**Run 1: routed clock nets over the placement**

Bar = 20 um.
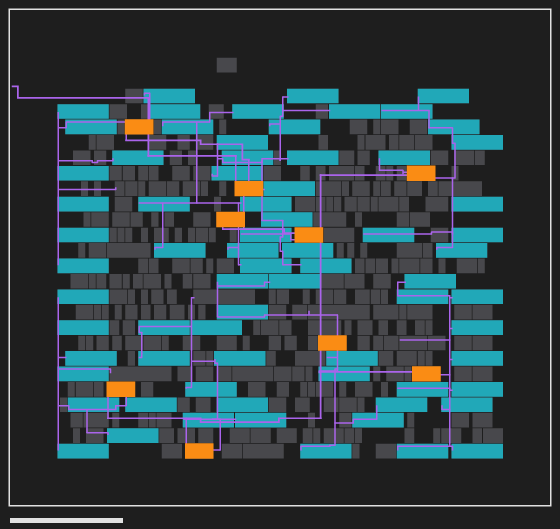
**Run 1: clock nets**

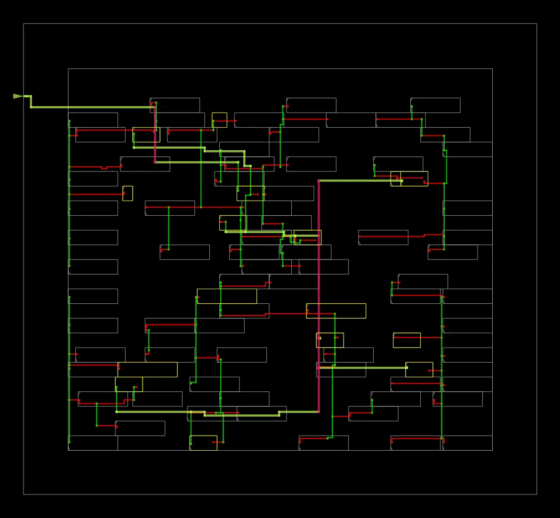
**Run 1: sequential cells grouped by signal name**

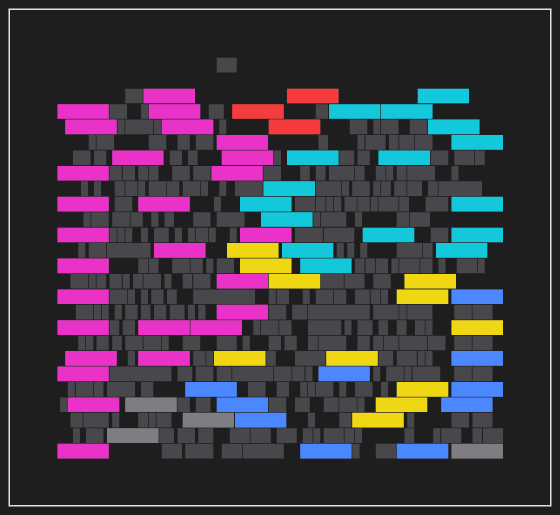
==> src/rtl/mic_pkg.sv <==
// mic_pkg: shared types and constants for the microphone frequency/BCD path
package mic_pkg;
    typedef enum logic [1:0] {IDLE, MEASURE, LATCH} state_t;
    localparam int CLK_HZ          = 100000000;
    localparam int HZ_W            = 10;
    localparam int HOLDOFF_DEFAULT = 50000;
    localparam int BCD_W           = 4;
endpackage

==> src/rtl/mic_edge_qualifier.sv <==
// mic_edge_qualifier: synchronizes mic_in, detects rising edges and rejects chatter with a holdoff
module mic_edge_qualifier
    import mic_pkg::*;
#(
    parameter int HOLDOFF_CYCLES = HOLDOFF_DEFAULT
) (
    input  logic clk,
    input  logic rst_n,
    input  logic mic_in,
    output logic accept
);
    localparam int HW = (HOLDOFF_CYCLES > 0) ? $clog2(HOLDOFF_CYCLES + 1) : 1;
    localparam logic [HW-1:0] HOLD_LOAD = HW'(HOLDOFF_CYCLES);
    logic [2:0]    sync_q, sync_d;
    logic [HW-1:0] hold_q, hold_d;
    always_comb begin
        sync_d = {sync_q[1:0], mic_in};
        accept = sync_q[1] & ~sync_q[2] & (hold_q == '0);
        hold_d = accept ? HOLD_LOAD : ((hold_q != '0) ? hold_q - HW'(1) : hold_q);
    end
    always_ff @(posedge clk or negedge rst_n) begin
        if (!rst_n) begin
            sync_q <= '0;
            hold_q <= '0;
        end else begin
            sync_q <= sync_d;
            hold_q <= hold_d;
        end
    end
endmodule

==> src/rtl/mic_hz_counter.sv <==
// mic_hz_counter: counts qualified mic edges per gate window and latches a saturated Hz value
module mic_hz_counter
    import mic_pkg::*;
#(
    parameter int GATE_CYCLES    = CLK_HZ,
    parameter int HOLDOFF_CYCLES = HOLDOFF_DEFAULT,
    parameter int HZ_MAX         = 1023
) (
    input  logic            clk,
    input  logic            rst_n,
    input  logic            mic_in,
    input  logic            enable,
    output logic [HZ_W-1:0] Hz,
    output logic            hz_valid,
    output logic            overflow
);
    localparam int GW = (GATE_CYCLES > 1) ? $clog2(GATE_CYCLES) : 1;
    localparam int EW = HZ_W + 1;
    localparam logic [GW-1:0]   GATE_LAST = GW'(GATE_CYCLES - 1);
    localparam logic [EW-1:0]   EDGE_SAT  = EW'(HZ_MAX + 1);
    localparam logic [EW-1:0]   EDGE_MAX  = EW'(HZ_MAX);
    localparam logic [HZ_W-1:0] HZ_CLAMP  = HZ_W'(HZ_MAX);
    state_t          state_q, state_d;
    logic [GW-1:0]   gate_q, gate_d;
    logic [EW-1:0]   edge_q, edge_d;
    logic [HZ_W-1:0] hz_q, hz_d;
    logic            valid_q, valid_d;
    logic            ovf_q, ovf_d;
    logic            accept;
    mic_edge_qualifier #(.HOLDOFF_CYCLES(HOLDOFF_CYCLES)) u_qual (
        .clk    (clk),
        .rst_n  (rst_n),
        .mic_in (mic_in),
        .accept (accept)
    );
    always_comb begin
        state_d = state_q;
        gate_d  = gate_q + GW'(1);
        edge_d  = (accept && edge_q != EDGE_SAT) ? edge_q + EW'(1) : edge_q;
        hz_d    = hz_q;
        valid_d = 1'b0;
        ovf_d   = ovf_q;
        case (state_q)
            IDLE: begin
                gate_d  = '0;
                edge_d  = '0;
                state_d = enable ? MEASURE : IDLE;
            end
            MEASURE: begin
                if (!enable) begin
                    state_d = IDLE;
                    gate_d  = '0;
                    edge_d  = '0;
                end else if (gate_q == GATE_LAST) begin
                    state_d = LATCH;
                end
            end
            LATCH: begin
                hz_d    = (edge_q > EDGE_MAX) ? HZ_CLAMP : edge_q[HZ_W-1:0];
                ovf_d   = edge_q > EDGE_MAX;
                valid_d = 1'b1;
                gate_d  = '0;
                // an edge accepted while latching opens the next window's count
                edge_d  = {{(EW-1){1'b0}}, accept};
                state_d = enable ? MEASURE : IDLE;
            end
            default: state_d = IDLE;
        endcase
    end
    always_ff @(posedge clk or negedge rst_n) begin
        if (!rst_n) begin
            state_q <= IDLE;
            gate_q  <= '0;
            edge_q  <= '0;
            hz_q    <= '0;
            valid_q <= 1'b0;
            ovf_q   <= 1'b0;
        end else begin
            state_q <= state_d;
            gate_q  <= gate_d;
            edge_q  <= edge_d;
            hz_q    <= hz_d;
            valid_q <= valid_d;
            ovf_q   <= ovf_d;
        end
    end
    assign Hz       = hz_q;
    assign hz_valid = valid_q;
    assign overflow = ovf_q;
endmodule
==> config.mk <==
export PLATFORM = sky130hd
export DESIGN_NAME = mic_hz_counter
export DESIGN_NICKNAME = d
export VERILOG_FILES = /design/src/rtl/mic_pkg.sv /design/src/rtl/mic_edge_qualifier.sv /design/src/rtl/mic_hz_counter.sv
export SDC_FILE = /design/constraint.sdc
export NUM_CORES = 1
export LEC_CHECK = 0
export CORE_ASPECT_RATIO = 0.9
export CORE_MARGIN = 8
export CORE_UTILIZATION = 60
export DETAILED_ROUTE_END_ITERATION = 16
export PLACE_DENSITY = 0.8
export REMOVE_ABC_BUFFERS = 1
export SYNTH_ARGS = -nofsm -noshare
export SYNTH_HDL_FRONTEND = slang
export SYNTH_SLANG_ARGS = --single-unit
==> constraint.sdc <==
create_clock -name clk -period 2.15 [get_ports clk]
set_input_delay 0.43 -clock clk [delete_from_list [all_inputs] [get_ports clk]]
set_output_delay 0.43 -clock clk [all_outputs]
set_load 0.03 [all_outputs]
==> out/qor.txt, run 1 <==
Non-filler cells, final: 430
CTS Root Cell: clkbuf_8
Global-route wire length before repair: 10950 um
# Cells Yosys: 325
R2r startpoint: u_qual.hold_q[0]$_DFFE_PN0P_
Buffers added on ports: 15
FP Rows: 26
CP max stage cell: dfrtp_1
Maximum VDD drop: 804.8 uV
Post-CTS Resized: 0
WL per Instance: 14.46 um
Final net count: 364
Ys async rst share: 1.000
Die Area: 8301 sq um
Layout cell share with drive strength beyond 1: 0.1167
DRT Wirelength: 6218 um
Final Max Slew Viols: 0
Antenna violations before repair: 0
CTS tree: built
CTS clk-pin slew, worst paths: 70 ps
CTS Hold Bufs: 0
Syn Area/Cell: 10.41 sq um
Via density per instance: 5.616
Flop2flop setup slack: 150 ps
Slowest stage delay, CP: 430 ps
Maximum clock rate: 500.8 MHz
Vias in the first global route: 2417
Core ar.: 5563 sq um
Vias: 2415
DR iter-0 viols: 88
Unrepaired setup endpoints after global routing: no
Worst path arrival time: 2240 ps
Final hold violation count: 0
Final ANT Viol Nets: 0
# setup viols final: 0
Top Layout Cells: dfrtp_1 (71), nor2_1 (59), xor2_1 (21)
DRT Pass-1 Iters: 5
Synth Flop Type: dfrtp_1
Worst path buffer plus inverter count: 1
Ports: 16
Die H: 87.24 um
NetSw: 0.8269 mW
Synthesized cell area: 3383 sq um
Comb power frac: 0.090
Worst slew margin: 0.5746
Setup crit start kind: register
Largest net degree at the start of global routing: 28
Unique cell types: 44
Fp_density: 0.6082
Status: finished clean
Seq share, synth: 0.5251
Crit path DRT: 2390 ps
Area grow syn2layout: 16.42%
Total CTS buffers: 9
Yosys stat area: 3383 sq um
Worst reg2reg path depth: 7
Post-synth EDFFs: 0
Yosys reg bits: 71
Max-Cap Viols: 0
Crit-path cells: inv_1, ha_1, nor4b_2, nand3b_2, nor3_4, nand3_1, mux2_4
DR DRC count: 0
H-tree levels: 3
Worst-Margin Slew: 638.1 ps
Grt ovf: 0
Most frequent logic cell in the layout: dfrtp_1
Final instance area: 3939 sq um
Setup_tns: 0 ps
R2r endpoint: edge_q[9]$_DFF_PN0_
DP Area: 3694 sq um
Post-Place Cells: 414
Worst Path Max Fanout: 9
Cells after Synth: 325
P_int: 2.394 mW
Hold crit path type: in2async
Setup CP Type: reg2reg
Setup crit end kind: register
Number of logged tool warnings: 27
LEAKAGE: 1.663 nW
Pre-CTS WS: 166.3 ps
Crit-path leading delay family: simple AND/OR/NAND/NOR gates
Clock buffer depth: 2
Post-layout period usage: 0.9288
DIE WIDTH: 95.16 um
Seq pwr share: 0.511
Yosys Warn Count: 0
Final HPWL DP: 4454 um
Placer congestion estimate: 0.8363
About 'routed clock nets over the placement':
cyan -> flip-flops  # count 71
orange -> clock drivers  # count 9
purple -> clock wires  # length 837 um
routed clock nets = 10
flops lie = spread over the die
clock latency on the worst-skew pair: 350 ps
Fin Clk Skew: 5.912 ps
Clk power: 1.29 mW
clock network power share: 0.400

About 'clock nets':
num sequential: 71
clock sinks: 71
clock buf count: 10

About 'sequential cells grouped by signal name':
yellow -> edge_q  # flops 11
red -> u_qual.sync_q  # flops 3
blue -> Hz  # flops 10
cyan -> u_qual.hold_q  # flops 16
magenta -> gate_q  # flops 27
register area: 1777 sq um
Finished Core Util: 0.7081
Seq area share: 0.4511
Seq. pwr: 1.65 mW

[run 1: Yosys cell counts (5+ instances only)]
cell,number,area [sq um]
a21oi_1,5,25.02
dfrtp_1,71,1777
inv_1,10,37.54
nor2_1,59,221.5
and3_1,5,31.28
nand3_1,20,100.1
nand4_1,13,81.33
clkbuf_1,6,22.52
mux2i_1,6,60.06
xnor2_1,18,157.7
nor3_1,10,50.05
xor2_1,21,183.9
ha_1,5,62.56
nor4_1,11,68.82
nand2_1,16,60.06
o22a_1,7,61.31
[run 1: cells by family after synthesis]
logic type / synth area share
AND/OR/NAND/NOR: 0.2626
flip-flops: 0.5251
buffers and inverters: 0.02108
XOR/XNOR: 0.1010
multiplexers: 0.02219
adder cells (fa/ha/maj): 0.01849
AND-OR/OR-AND: 0.04956
[run 1: registers in the layout, summed over array words and instances, names as in the netlist]
register / flops
state_q: 2
overflow: 1
edge_q: 11
u_qual.sync_q: 3
hz_valid: 1
gate_q: 27
Hz: 10
u_qual.hold_q: 16
[run 1: area by class of cell]
class / count / area, sq um
tap: 70 / 87.58
inverter: 10 / 37.54
timing repair buffer: 26 / 252.7
multi-input combinational: 237 / 1539
clock buffer: 10 / 137.6
clock inverter: 6 / 107.6
sequential: 71 / 1777
fill: 404 / 1624
[run 1: worst reg2reg max path, stage by stage, from the launching register on]
cell and delay, ps:
dfrtp_1 430, inv_1 100, ha_1 160, nor4b_2 290
nand3b_2 260, nor3_4 240, nand3_1 110, mux2_4 300
[run 1: power by group through the flow]
| stage | Combinational [mW] | Clock [mW] | Sequential, mW |
|---|---|---|---|
| CTS | 0.290 | 1.32 | 1.64 |
| global placement | 0.277 | 0 | 1.66 |
| detailed placement | 0.289 | 0 | 1.67 |
| finish | 0.289 | 1.29 | 1.65 |
| global route | 0.335 | 1.37 | 1.67 |
| floorplan | 0.204 | 0 | 1.63 |
[run 1: layer usage]
| metal | up-vias | track usage | wire length, um |
|---|---|---|---|
| met5 | - | 0 | 0 |
| met4 | 0 | 0.05666 | 73 |
| met3 | 9 | 0.05603 | 271 |
| met2 | 39 | 0.2658 | 3022 |
| met1 | 1169 | 0.2113 | 2851 |
| li1 | 1198 | - | - |
[run 1: worst max-delay path by stage]
stage                                 startpoint                  end  slack [ps]  cells past startpoint
detailed placement  u_qual.hold_q[0]$_DFFE_PN0P_  edge_q[9]$_DFF_PN0_         170                      7
CTS                 u_qual.hold_q[0]$_DFFE_PN0P_  edge_q[9]$_DFF_PN0_         140                      7
finish              u_qual.hold_q[0]$_DFFE_PN0P_  edge_q[9]$_DFF_PN0_         150                      7
global placement    u_qual.hold_q[0]$_DFFE_PN0P_  edge_q[9]$_DFF_PN0_         250                      7
floorplan                                 enable  edge_q[9]$_DFF_PN0_           6                      3
global route        u_qual.hold_q[0]$_DFFE_PN0P_  edge_q[9]$_DFF_PN0_          20                      7
[run 1: stage by stage]
stage | power (mW) | hold slack [ps]
after floorplan | 1.833 | 134.4
after global placement | 1.936 | 333.7
after detailed placement | 1.957 | 337.3
after CTS | 3.250 | 109.0
after global routing | 3.376 | 140.4
final | 3.221 | 98.88
==> run 2, diff against run 1 <==
Settings changed: CORE_UTILIZATION 60 to 64, HOLD_SLACK_MARGIN set to 0.02, PLACE_DENSITY 0.8 to 0.85, SETUP_SLACK_MARGIN set to 0.2.
Clock period 2.15 ns to 2.35 ns, I/O delays scaled along.
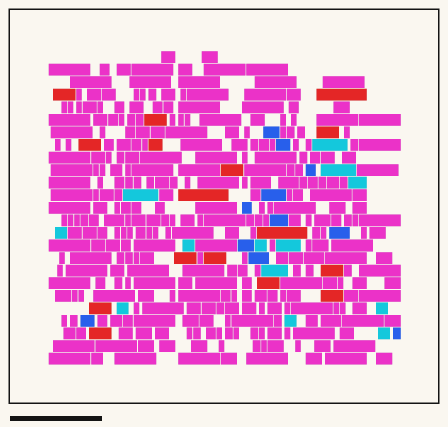
**Above:** run 2 (sizing map).
Bar = 20 um.
magenta -> _0 and _1 cells  # cells 316, share 89%
cyan -> _3 and _4 cells  # cells 13, share 3.7%
blue -> _2 cells  # cells 11, share 3.1%
red -> _6 and larger  # cells 16, share 4.5%
area grow syn2layout: 15.79%
non-clock buffer count in the final layout: 22
final instance area: 3918 sq um
setup slack after layout: 245.3 ps

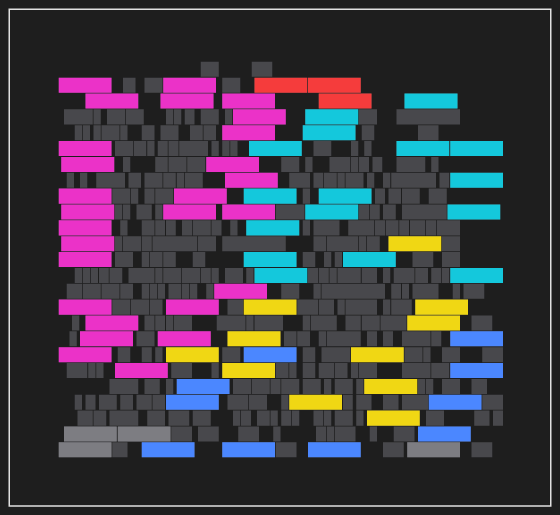
**Above:** run 2 (sequential cells grouped by signal name).
red -> u_qual.sync_q  # flops 3
yellow -> edge_q  # flops 11
cyan -> u_qual.hold_q  # flops 16
blue -> Hz  # flops 10
magenta -> gate_q  # flops 27
Finished Core Util: 0.7545
Seq. pwr: 1.51 mW
Seq area share: 0.4535

==> run 2 against run 1 <==
Effect of this change: total power shrank 6.3%; largest power group unchanged; critical endpoint unchanged; worst setup slack gained 92 ps; clock power decreased by 3%; sequential power down 8%; sequential cell count unchanged.
==> out/qor.txt, run 2 <==
CTS Root Cell: clkbuf_8 (unchanged)
Vias in the first global route: 2424 (was 2417)
Fp_density: 0.6516 (was 0.6082)
Top reg by flops: gate_q (unchanged)
Final Max Slew Viols: 0 (unchanged)
Top Layout Cells: dfrtp_1 (71), nor2_1 (59), xor2_1 (21) (unchanged)
Comb power frac: 0.086 (was 0.090)
Synth Flop Type: dfrtp_1 (unchanged)
Final net count: 360 (was 364)
Setup CP Type: reg2reg (unchanged)
P_int: 2.252 mW (was 2.394 mW)
Yosys reg bits: 71 (unchanged)
Cells after Synth: 325 (unchanged)
Buffers added on ports: 15 (unchanged)
Count leader, synth: dfrtp_1 (unchanged)
Number of logged tool warnings: 28 (was 27)
Status: finished clean (unchanged)
CTS Hold Bufs: 0 (unchanged)
WL met2: 3340 um (was 3022 um)
Die Area: 7872 sq um (was 8301 sq um)
Unrepaired setup endpoints after global routing: yes (was no)
Clock network power share: 0.413 (was 0.400)
DIE WIDTH: 92.64 um (was 95.16 um)
LEAKAGE: 1.641 nW (was 1.663 nW)
Final HPWL DP: 4628 um (was 4454 um)
Setup crit end kind: register (unchanged)
Placer congestion estimate: 0.8532 (was 0.8363)
Yosys stat area: 3383 sq um (unchanged)
Max-Cap Viols: 0 (unchanged)
Worst path arrival time: 2330 ps (was 2240 ps)
Clock latency on the worst-skew pair: 340 ps (was 350 ps)
CP max stage cell: dfrtp_1 (unchanged)
Clock sinks: 71 (unchanged)
Unique cell types: 44 (unchanged)
Global-route wire length before repair: 11460 um (was 10950 um)
Overall power: 3.017 mW (was 3.221 mW)
Die H: 84.98 um (was 87.24 um)
Wire length on met1: 3067 um (was 2851 um)
Final ANT Viol Nets: 0 (unchanged)
Main area contributors: dfrtp_1 (53%), nor2_1 (6.5%), xor2_1 (5.4%) (unchanged)
Clock buffer depth: 2 (unchanged)
DRT Wirelength: 6857 um (was 6218 um)
Biggest regs: gate_q (27), u_qual.hold_q (16), edge_q (11) (unchanged)
Most frequent logic cell in the layout: dfrtp_1 (unchanged)
Synthesized cell area: 3383 sq um (unchanged)
Seq pwr share: 0.501 (was 0.511)
FP Rows: 25 (was 26)
Maximum VDD drop: 452.4 uV (was 804.8 uV)
Core ar.: 5192 sq um (was 5563 sq um)
Yosys Warn Count: 0 (unchanged)
Largest net degree at the start of global routing: 44 (was 28)
Worst-Margin Slew: 623.4 ps (was 638.1 ps)
Layout cell share with drive strength beyond 1: 0.1124 (was 0.1167)
WL per Instance: 16.21 um (was 14.46 um)
Slowest stage delay, CP: 420 ps (was 430 ps)
Via density per instance: 5.761 (was 5.616)
Synth top area share: 0.5251 (unchanged)
Post-layout period usage: 0.8956 (was 0.9288)
Final hold violation count: 0 (unchanged)
CTS tree: built (unchanged)
DP Area: 3635 sq um (was 3694 sq um)
Setup_tns: 0 ps (unchanged)
Fin Clk Skew: 10.87 ps (was 5.912 ps)
-- run 2: worst paths after layout --
path | start | to | slack (ps) | cells after the start
worst min-delay path | rst_n | edge_q[1]$_DFF_PN0_ | 130 | 2
min in group clk | u_qual.sync_q[0]$_DFF_PN0_ | u_qual.sync_q[1]$_DFF_PN0_ | 350 | 0
worst min register to register | u_qual.sync_q[0]$_DFF_PN0_ | u_qual.sync_q[1]$_DFF_PN0_ | 350 | 0
worst max register to register | u_qual.hold_q[0]$_DFFE_PN0P_ | edge_q[9]$_DFF_PN0_ | 250 | 7
worst max-delay path | u_qual.hold_q[0]$_DFFE_PN0P_ | edge_q[9]$_DFF_PN0_ | 250 | 7
max in group asynchronous | rst_n | gate_q[20]$_DFF_PN0_ | 1780 | 2
-- run 2: cell type report --
class	count	area, sq um
sequential	71	1777
fill	369	1275
inverter	10	37.54
clock buffer	12	165.2
multi-input combinational	237	1558
clock inverter	4	98.84
tap	67	83.83
timing repair buffer	22	197.7
-- run 2: power by group through the flow --
| stage | sequential (mW) | combinational, mW | clock [mW] |
|---|---|---|---|
| 2_1_floorplan | 1.49 | 0.187 | 0 |
| 3_3_place_gp | 1.51 | 0.246 | 0 |
| 3_5_place_dp | 1.52 | 0.260 | 0 |
| 4_1_cts | 1.50 | 0.262 | 1.27 |
| 5_1_grt | 1.53 | 0.296 | 1.32 |
| 6_report | 1.51 | 0.258 | 1.25 |
-- run 2: worst max-delay path, delay by kind of cell (launching register included) --
family        cells  cell delay (ps)
flops             1              420
simple gates      4              980
mux               1              320
fa+ha+maj         1              160
buf+inv           1              110
-- run 2: logic make-up after synthesis --
kind of cell	Yosys count
AND-OR/OR-AND	24
XOR/XNOR	39
adder cells (fa/ha/maj)	5
buffers and inverters	17
flip-flops	71
multiplexers	7
AND/OR/NAND/NOR	162
-- run 2: per-layer routing --
| metal | track usage | vias up |
|---|---|---|
| met5 | 0 | - |
| met4 | 0.06725 | 0 |
| met3 | 0.06349 | 6 |
| met2 | 0.2961 | 70 |
| met1 | 0.2231 | 1172 |
| li1 | - | 1189 |
-- run 2: repair_timing --
action | in CTS | in global routing
resized | 0 | 3
setup buffers | 0 | 0
setup endpoints to repair | 0 | 8
Power and IR drop assume default switching activity.
